$ cat config.mk
export PLATFORM = sky130hd
export DESIGN_NAME = connect4_move_sequencer_flat
export DESIGN_NICKNAME = d
export VERILOG_FILES = /design/src/rtl/connect4_move_sequencer_if.sv /design/src/rtl/connect4_move_sequencer.sv /design/src/flat_wrapper.sv
export SDC_FILE = /design/constraint.sdc
export NUM_CORES = 1
export LEC_CHECK = 0
export CORE_MARGIN = 2
export CORE_UTILIZATION = 42
export CTS_BUF_LIST = sky130_fd_sc_hd__clkbuf_8
export CTS_CLUSTER_DIAMETER = 200
export DETAILED_ROUTE_END_ITERATION = 10
export MAX_ROUTING_LAYER = met4
export PLACE_DENSITY_LB_ADDON = 0.05
export REMOVE_ABC_BUFFERS = 1
export SLEW_MARGIN = 20
export SYNTH_ARGS = -nofsm -noshare
export SYNTH_HDL_FRONTEND = slang
export SYNTH_SLANG_ARGS = --single-unit
$ cat constraint.sdc
create_clock -name clk -period 2.6 [get_ports clk]
set_input_delay 0.52 -clock clk [delete_from_list [all_inputs] [get_ports clk]]
set_output_delay 0.52 -clock clk [all_outputs]
set_load 0.1 [all_outputs]
$ cat src/rtl/connect4_move_sequencer_if.sv
// Signal bundle between the Connect-4 move sequencer and its surroundings:
// input controller, board memory, win checker and status display.
// The master side is the environment. The slave side is the sequencer.
interface connect4_move_sequencer_if;
    logic [2:0] column_select;
    logic       drop_en;
    logic       new_game;
    logic       board_we;
    logic [2:0] board_col;
    logic [2:0] board_row;
    logic       board_player;
    logic       board_clr;
    logic       chk_start;
    logic       chk_done;
    logic       chk_win;
    logic       current_player;
    logic       move_reject;
    logic       game_over;
    logic [1:0] winner;
    logic       anim_valid;
    logic [2:0] anim_row;

    modport master (
        output column_select, drop_en, new_game, chk_done, chk_win,
        input  board_we, board_col, board_row, board_player, board_clr,
               chk_start, current_player, move_reject, game_over, winner,
               anim_valid, anim_row
    );

    modport slave (
        input  column_select, drop_en, new_game, chk_done, chk_win,
        output board_we, board_col, board_row, board_player, board_clr,
               chk_start, current_player, move_reject, game_over, winner,
               anim_valid, anim_row
    );
endinterface

$ cat src/rtl/connect4_move_sequencer.sv
// Connect-4 game-control FSM.
// Each drop is validated against per-column fill counters, and the landing row
// is computed from the target column's counter. The sequencer then issues one
// board write and a start/done handshake with the external win checker.
// It alternates players and detects win, draw and game-over.
// Optional falling-disc animation: define CONNECT4_DROP_ANIM_EN.
module connect4_move_sequencer #(
    parameter int COLS       = 7,
    parameter int ROWS       = 6,
    parameter int ANIM_TICKS = 4
) (
    input  logic                     clk,
    input  logic                     rst,
    connect4_move_sequencer_if.slave bus
);
    localparam int HW    = $clog2(ROWS + 1);
    localparam int CELLS = ROWS * COLS;

    typedef enum logic [2:0] {
        S_IDLE,
        S_VALIDATE,
`ifdef CONNECT4_DROP_ANIM_EN
        S_FALL,
`endif
        S_WRITE,
        S_CHECK_REQ,
        S_CHECK_WAIT,
        S_OVER
    } state_t;

    state_t          state_q, state_d;
    logic [2:0]      col_q;
    logic [2:0]      row_q;
    logic [HW-1:0]   height_q [COLS];
    logic [5:0]      move_cnt_q;
    logic            player_q;
    logic [1:0]      winner_q;
    logic            game_over_q;
    logic            we_q, clr_q, start_q, rej_q;
    logic            we_d, clr_d, start_d, rej_d;
    logic [2:0]      board_col_q, board_row_q;
    logic            board_player_q;

    logic            col_ok;
    logic [2:0]      col_idx;
    logic            legal;
    logic            full;
    logic [2:0]      wr_row;

    // An out-of-range column never indexes the height array; it is rejected instead.
    assign col_ok  = 32'(col_q) < COLS;
    assign col_idx = col_ok ? col_q : 3'd0;
    assign legal   = col_ok && (32'(height_q[col_idx]) < ROWS);
    assign full    = 32'(move_cnt_q) == CELLS;
    // Without animation the write follows VALIDATE directly, before row_q is loaded.
    assign wr_row  = (state_q == S_VALIDATE) ? 3'(height_q[col_idx]) : row_q;

`ifdef CONNECT4_DROP_ANIM_EN
    localparam int TW = (ANIM_TICKS > 1) ? $clog2(ANIM_TICKS) : 1;

    logic [TW-1:0] tick_q;
    logic [2:0]    anim_row_q;
    logic          anim_valid_q;
    logic          tick_last;
    logic          fall_done;

    assign tick_last = 32'(tick_q) == (ANIM_TICKS - 1);
    assign fall_done = tick_last && (anim_row_q == row_q);
`endif

    // Next-state and strobe decode; new_game overrides everything, including a pending drop.
    always_comb begin
        state_d = state_q;
        we_d    = 1'b0;
        clr_d   = 1'b0;
        start_d = 1'b0;
        rej_d   = 1'b0;
        if (bus.new_game) begin
            state_d = S_IDLE;
            clr_d   = 1'b1;
        end else begin
            case (state_q)
                S_IDLE: begin
                    if (bus.drop_en) state_d = S_VALIDATE;
                end
                S_VALIDATE: begin
                    if (!legal) begin
                        rej_d   = 1'b1;
                        state_d = S_IDLE;
                    end else begin
`ifdef CONNECT4_DROP_ANIM_EN
                        state_d = S_FALL;
`else
                        state_d = S_WRITE;
                        we_d    = 1'b1;
`endif
                    end
                end
`ifdef CONNECT4_DROP_ANIM_EN
                S_FALL: begin
                    if (fall_done) begin
                        state_d = S_WRITE;
                        we_d    = 1'b1;
                    end
                end
`endif
                S_WRITE: begin
                    state_d = S_CHECK_REQ;
                    start_d = 1'b1;
                end
                S_CHECK_REQ: begin
                    state_d = S_CHECK_WAIT;
                end
                S_CHECK_WAIT: begin
                    if (bus.chk_done) state_d = (bus.chk_win || full) ? S_OVER : S_IDLE;
                end
                S_OVER: begin
                    state_d = S_OVER;
                end
                default: begin
                    state_d = S_IDLE;
                end
            endcase
        end
    end

    // State register.
    always_ff @(posedge clk or posedge rst) begin
        if (rst) state_q <= S_IDLE;
        else     state_q <= state_d;
    end

    // Registered strobes and board-write bus, so every output comes straight from a flop.
    always_ff @(posedge clk or posedge rst) begin
        if (rst) begin
            we_q           <= 1'b0;
            clr_q          <= 1'b0;
            start_q        <= 1'b0;
            rej_q          <= 1'b0;
            game_over_q    <= 1'b0;
            board_col_q    <= 3'd0;
            board_row_q    <= 3'd0;
            board_player_q <= 1'b0;
        end else begin
            we_q           <= we_d;
            clr_q          <= clr_d;
            start_q        <= start_d;
            rej_q          <= rej_d;
            game_over_q    <= (state_d == S_OVER);
            board_col_q    <= we_d ? col_q  : 3'd0;
            board_row_q    <= we_d ? wr_row : 3'd0;
            board_player_q <= we_d & player_q;
        end
    end

    // Game state: latched column, landing row, column heights, move count, turn and result.
    always_ff @(posedge clk or posedge rst) begin
        if (rst) begin
            col_q      <= 3'd0;
            row_q      <= 3'd0;
            move_cnt_q <= 6'd0;
            player_q   <= 1'b0;
            winner_q   <= 2'b00;
            for (int i = 0; i < COLS; i++) height_q[i] <= '0;
        end else if (bus.new_game) begin
            move_cnt_q <= 6'd0;
            player_q   <= 1'b0;
            winner_q   <= 2'b00;
            for (int i = 0; i < COLS; i++) height_q[i] <= '0;
        end else begin
            case (state_q)
                S_IDLE: begin
                    if (bus.drop_en) col_q <= bus.column_select;
                end
                S_VALIDATE: begin
                    if (legal) row_q <= wr_row;
                end
                S_WRITE: begin
                    height_q[col_idx] <= height_q[col_idx] + HW'(1);
                    move_cnt_q        <= move_cnt_q + 6'd1;
                end
                S_CHECK_WAIT: begin
                    if (bus.chk_done) begin
                        if (bus.chk_win) winner_q <= player_q ? 2'b10 : 2'b01;
                        else if (full)   winner_q <= 2'b11;
                        else             player_q <= ~player_q;
                    end
                end
                default: begin
                end
            endcase
        end
    end

`ifdef CONNECT4_DROP_ANIM_EN
    // Fall animation: step down one row every ANIM_TICKS cycles, then hold on the landing row.
    always_ff @(posedge clk or posedge rst) begin
        if (rst) begin
            tick_q       <= '0;
            anim_row_q   <= 3'd0;
            anim_valid_q <= 1'b0;
        end else if (bus.new_game) begin
            tick_q       <= '0;
            anim_row_q   <= 3'd0;
            anim_valid_q <= 1'b0;
        end else if (state_q == S_VALIDATE && legal) begin
            tick_q       <= '0;
            anim_row_q   <= 3'(ROWS - 1);
            anim_valid_q <= 1'b1;
        end else if (state_q == S_FALL) begin
            if (tick_last) begin
                tick_q <= '0;
                if (anim_row_q == row_q) begin
                    anim_row_q   <= 3'd0;
                    anim_valid_q <= 1'b0;
                end else begin
                    anim_row_q <= anim_row_q - 3'd1;
                end
            end else begin
                tick_q <= tick_q + TW'(1);
            end
        end
    end

    assign bus.anim_valid = anim_valid_q;
    assign bus.anim_row   = anim_row_q;
`else
    assign bus.anim_valid = 1'b0;
    assign bus.anim_row   = 3'd0;
`endif

    assign bus.board_we       = we_q;
    assign bus.board_col      = board_col_q;
    assign bus.board_row      = board_row_q;
    assign bus.board_player   = board_player_q;
    assign bus.board_clr      = clr_q;
    assign bus.chk_start      = start_q;
    assign bus.current_player = player_q;
    assign bus.move_reject    = rej_q;
    assign bus.game_over      = game_over_q;
    assign bus.winner         = winner_q;
endmodule

$ cat src/flat_wrapper.sv
// flat-port wrapper written by rule: the top's interface ports become plain ports
module connect4_move_sequencer_flat 
#(
    parameter int COLS       = 7,
    parameter int ROWS       = 6,
    parameter int ANIM_TICKS = 4
)
  (clk, rst, bus_column_select, bus_drop_en, bus_new_game, bus_chk_done, bus_chk_win, bus_board_we, bus_board_col, bus_board_row, bus_board_player, bus_board_clr, bus_chk_start, bus_current_player, bus_move_reject, bus_game_over, bus_winner, bus_anim_valid, bus_anim_row);
  connect4_move_sequencer_if bus_i ();
  input  logic clk;
  input  logic rst;
  input wire logic [$bits(bus_i.column_select)-1:0] bus_column_select;
  input wire logic [$bits(bus_i.drop_en)-1:0] bus_drop_en;
  input wire logic [$bits(bus_i.new_game)-1:0] bus_new_game;
  input wire logic [$bits(bus_i.chk_done)-1:0] bus_chk_done;
  input wire logic [$bits(bus_i.chk_win)-1:0] bus_chk_win;
  output wire logic [$bits(bus_i.board_we)-1:0] bus_board_we;
  output wire logic [$bits(bus_i.board_col)-1:0] bus_board_col;
  output wire logic [$bits(bus_i.board_row)-1:0] bus_board_row;
  output wire logic [$bits(bus_i.board_player)-1:0] bus_board_player;
  output wire logic [$bits(bus_i.board_clr)-1:0] bus_board_clr;
  output wire logic [$bits(bus_i.chk_start)-1:0] bus_chk_start;
  output wire logic [$bits(bus_i.current_player)-1:0] bus_current_player;
  output wire logic [$bits(bus_i.move_reject)-1:0] bus_move_reject;
  output wire logic [$bits(bus_i.game_over)-1:0] bus_game_over;
  output wire logic [$bits(bus_i.winner)-1:0] bus_winner;
  output wire logic [$bits(bus_i.anim_valid)-1:0] bus_anim_valid;
  output wire logic [$bits(bus_i.anim_row)-1:0] bus_anim_row;
  assign bus_i.column_select = bus_column_select;
  assign bus_i.drop_en = bus_drop_en;
  assign bus_i.new_game = bus_new_game;
  assign bus_i.chk_done = bus_chk_done;
  assign bus_i.chk_win = bus_chk_win;
  assign bus_board_we = bus_i.board_we;
  assign bus_board_col = bus_i.board_col;
  assign bus_board_row = bus_i.board_row;
  assign bus_board_player = bus_i.board_player;
  assign bus_board_clr = bus_i.board_clr;
  assign bus_chk_start = bus_i.chk_start;
  assign bus_current_player = bus_i.current_player;
  assign bus_move_reject = bus_i.move_reject;
  assign bus_game_over = bus_i.game_over;
  assign bus_winner = bus_i.winner;
  assign bus_anim_valid = bus_i.anim_valid;
  assign bus_anim_row = bus_i.anim_row;
  connect4_move_sequencer #(.COLS(COLS), .ROWS(ROWS), .ANIM_TICKS(ANIM_TICKS)) u_core (.clk(clk), .rst(rst), .bus(bus_i));
endmodule
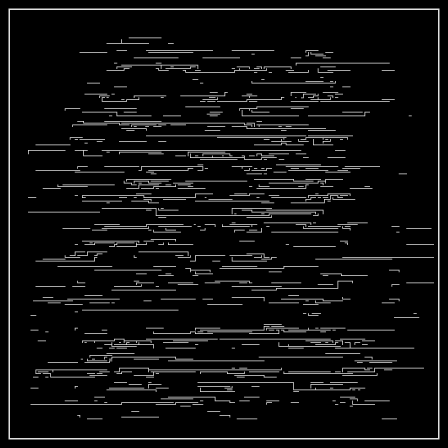
**Above:** signal wires on met1.
share of all routed wire = 50%
main direction = horizontal
longest straight run = 37.3 um
met1 Use GR: 24.53%
via count: 1744
final WL: 5008 um

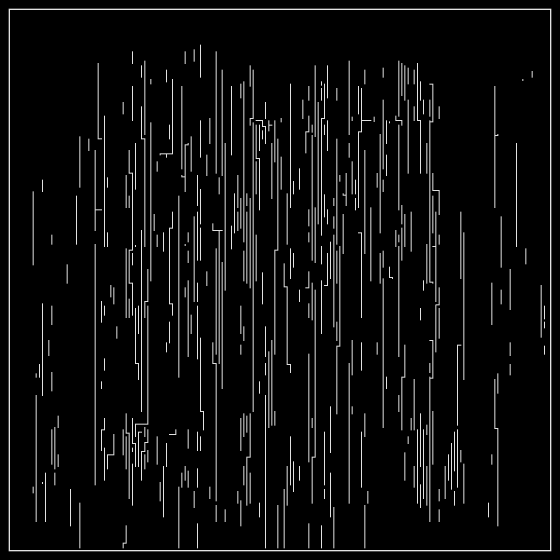
**Above:** metal 2.
main direction = vertical
share of all routed wire = 46%
met2 Use GR: 26.42%

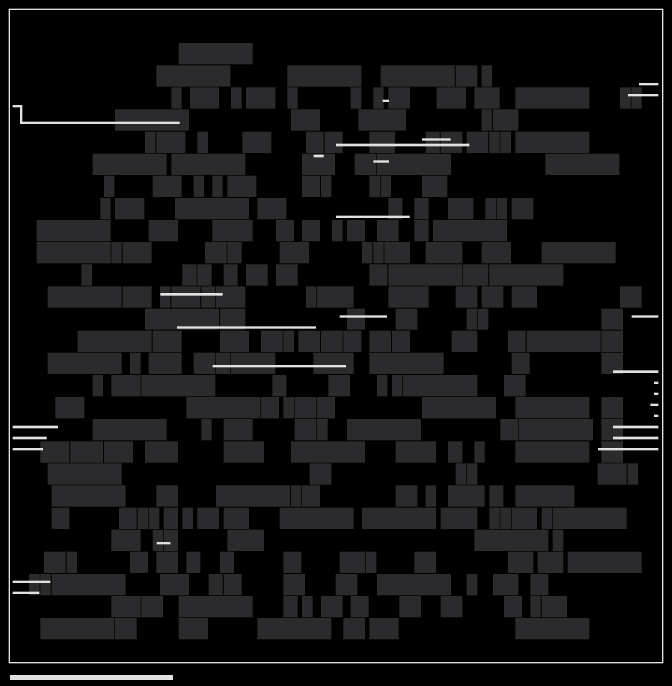
**Above:** met3 routing.
Bar = 20 um.
nets with wire on the layer = 24
wire length on this layer = 153 um
share of all routed wire = 3.1%
longest straight run = 19.3 um
main direction = horizontal
GRT met3 Usage: 3.708%

==> flow_summary.ini <==
; implementation run metrics
[layout]
comb_cells = 166
nClkBuffers = 5
clk_share_pct = 2.802
fin_util_pct = 49.98
logic_area_sq_mm = 0.001105

[power]
p_seq_share_pct = 48.4
finalPower_mw = 1.755

[clocking]
cts.sinks = 48
cts-root-buf = clkbuf_8
path_clk_slew_ns = 0.08

[setup_path]
r2r_slack_ns = 0.35
path_class = flip-flop to flip-flop
crit_path_start_kind = flip-flop
crit_cells = 7
cp_data_arrival_time_ns = 2.44

[sta]
fin_crit_sh_pct = 86.67

[synthesis]
synth-edff-count = 0
synthCells = 239
yosysWarnings = 0

[routing]
maxUsedRoutingLayer = met4

[global_routing]
grt_pass1_wl_um = 8514

[run_status]
outcome = completed

[die]
std_cell_rows = 27
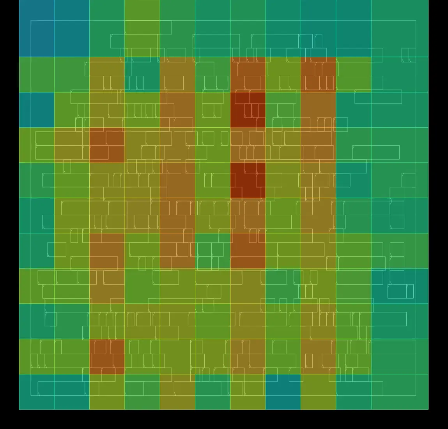
**Above:** routing congestion map.
GRT Max-Usage Layer: met2
gr usage total: 17.65%
routed len/inst: 15.13 um

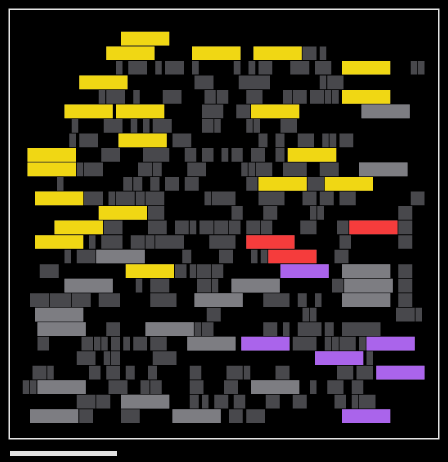
**Above:** sequential cells colored by netlist name.
Bar = 20 um. Other sequential cells in the stronger gray, the rest of the logic in the fainter gray.
yellow -> u_core.height_q  # placed flops 21
purple -> u_core.move_cnt_q  # placed flops 6, where bottom right
red -> u_core.bus.board_row  # placed flops 3
not colored = 18
register area: 0.001201 sq mm
flip-flop and latch power: 0.849 mW

cells by family (layout without fill, tap and decap cells):
| group | count (synthesis) | after routing | share of synthesized area (%) |
|---|---|---|---|
| and+or+nand+nor | 101 | 101 | 22.38 |
| DFF | 48 | 48 | 49.28 |
| AOI/OAI and AO/OA | 31 | 31 | 9.549 |
| buffers and inverters | 28 | 45 | 6.057 |
| muxes | 23 | 23 | 9.599 |
| xor gates and xnor gates | 4 | 4 | 1.438 |
| adders and majority gates | 3 | 3 | 1.540 |
| other | 1 | 4 | 0.1539 |
metal layers:
layer / vias to the layer above / GRT usage, %
li1: 859 / -
met1: 845 / 24.53
met2: 36 / 26.42
met3: 4 / 3.708
met4: 0 / 4.576
met5: - / -
No activity file was given, so power comes from the tool's default toggle rates.
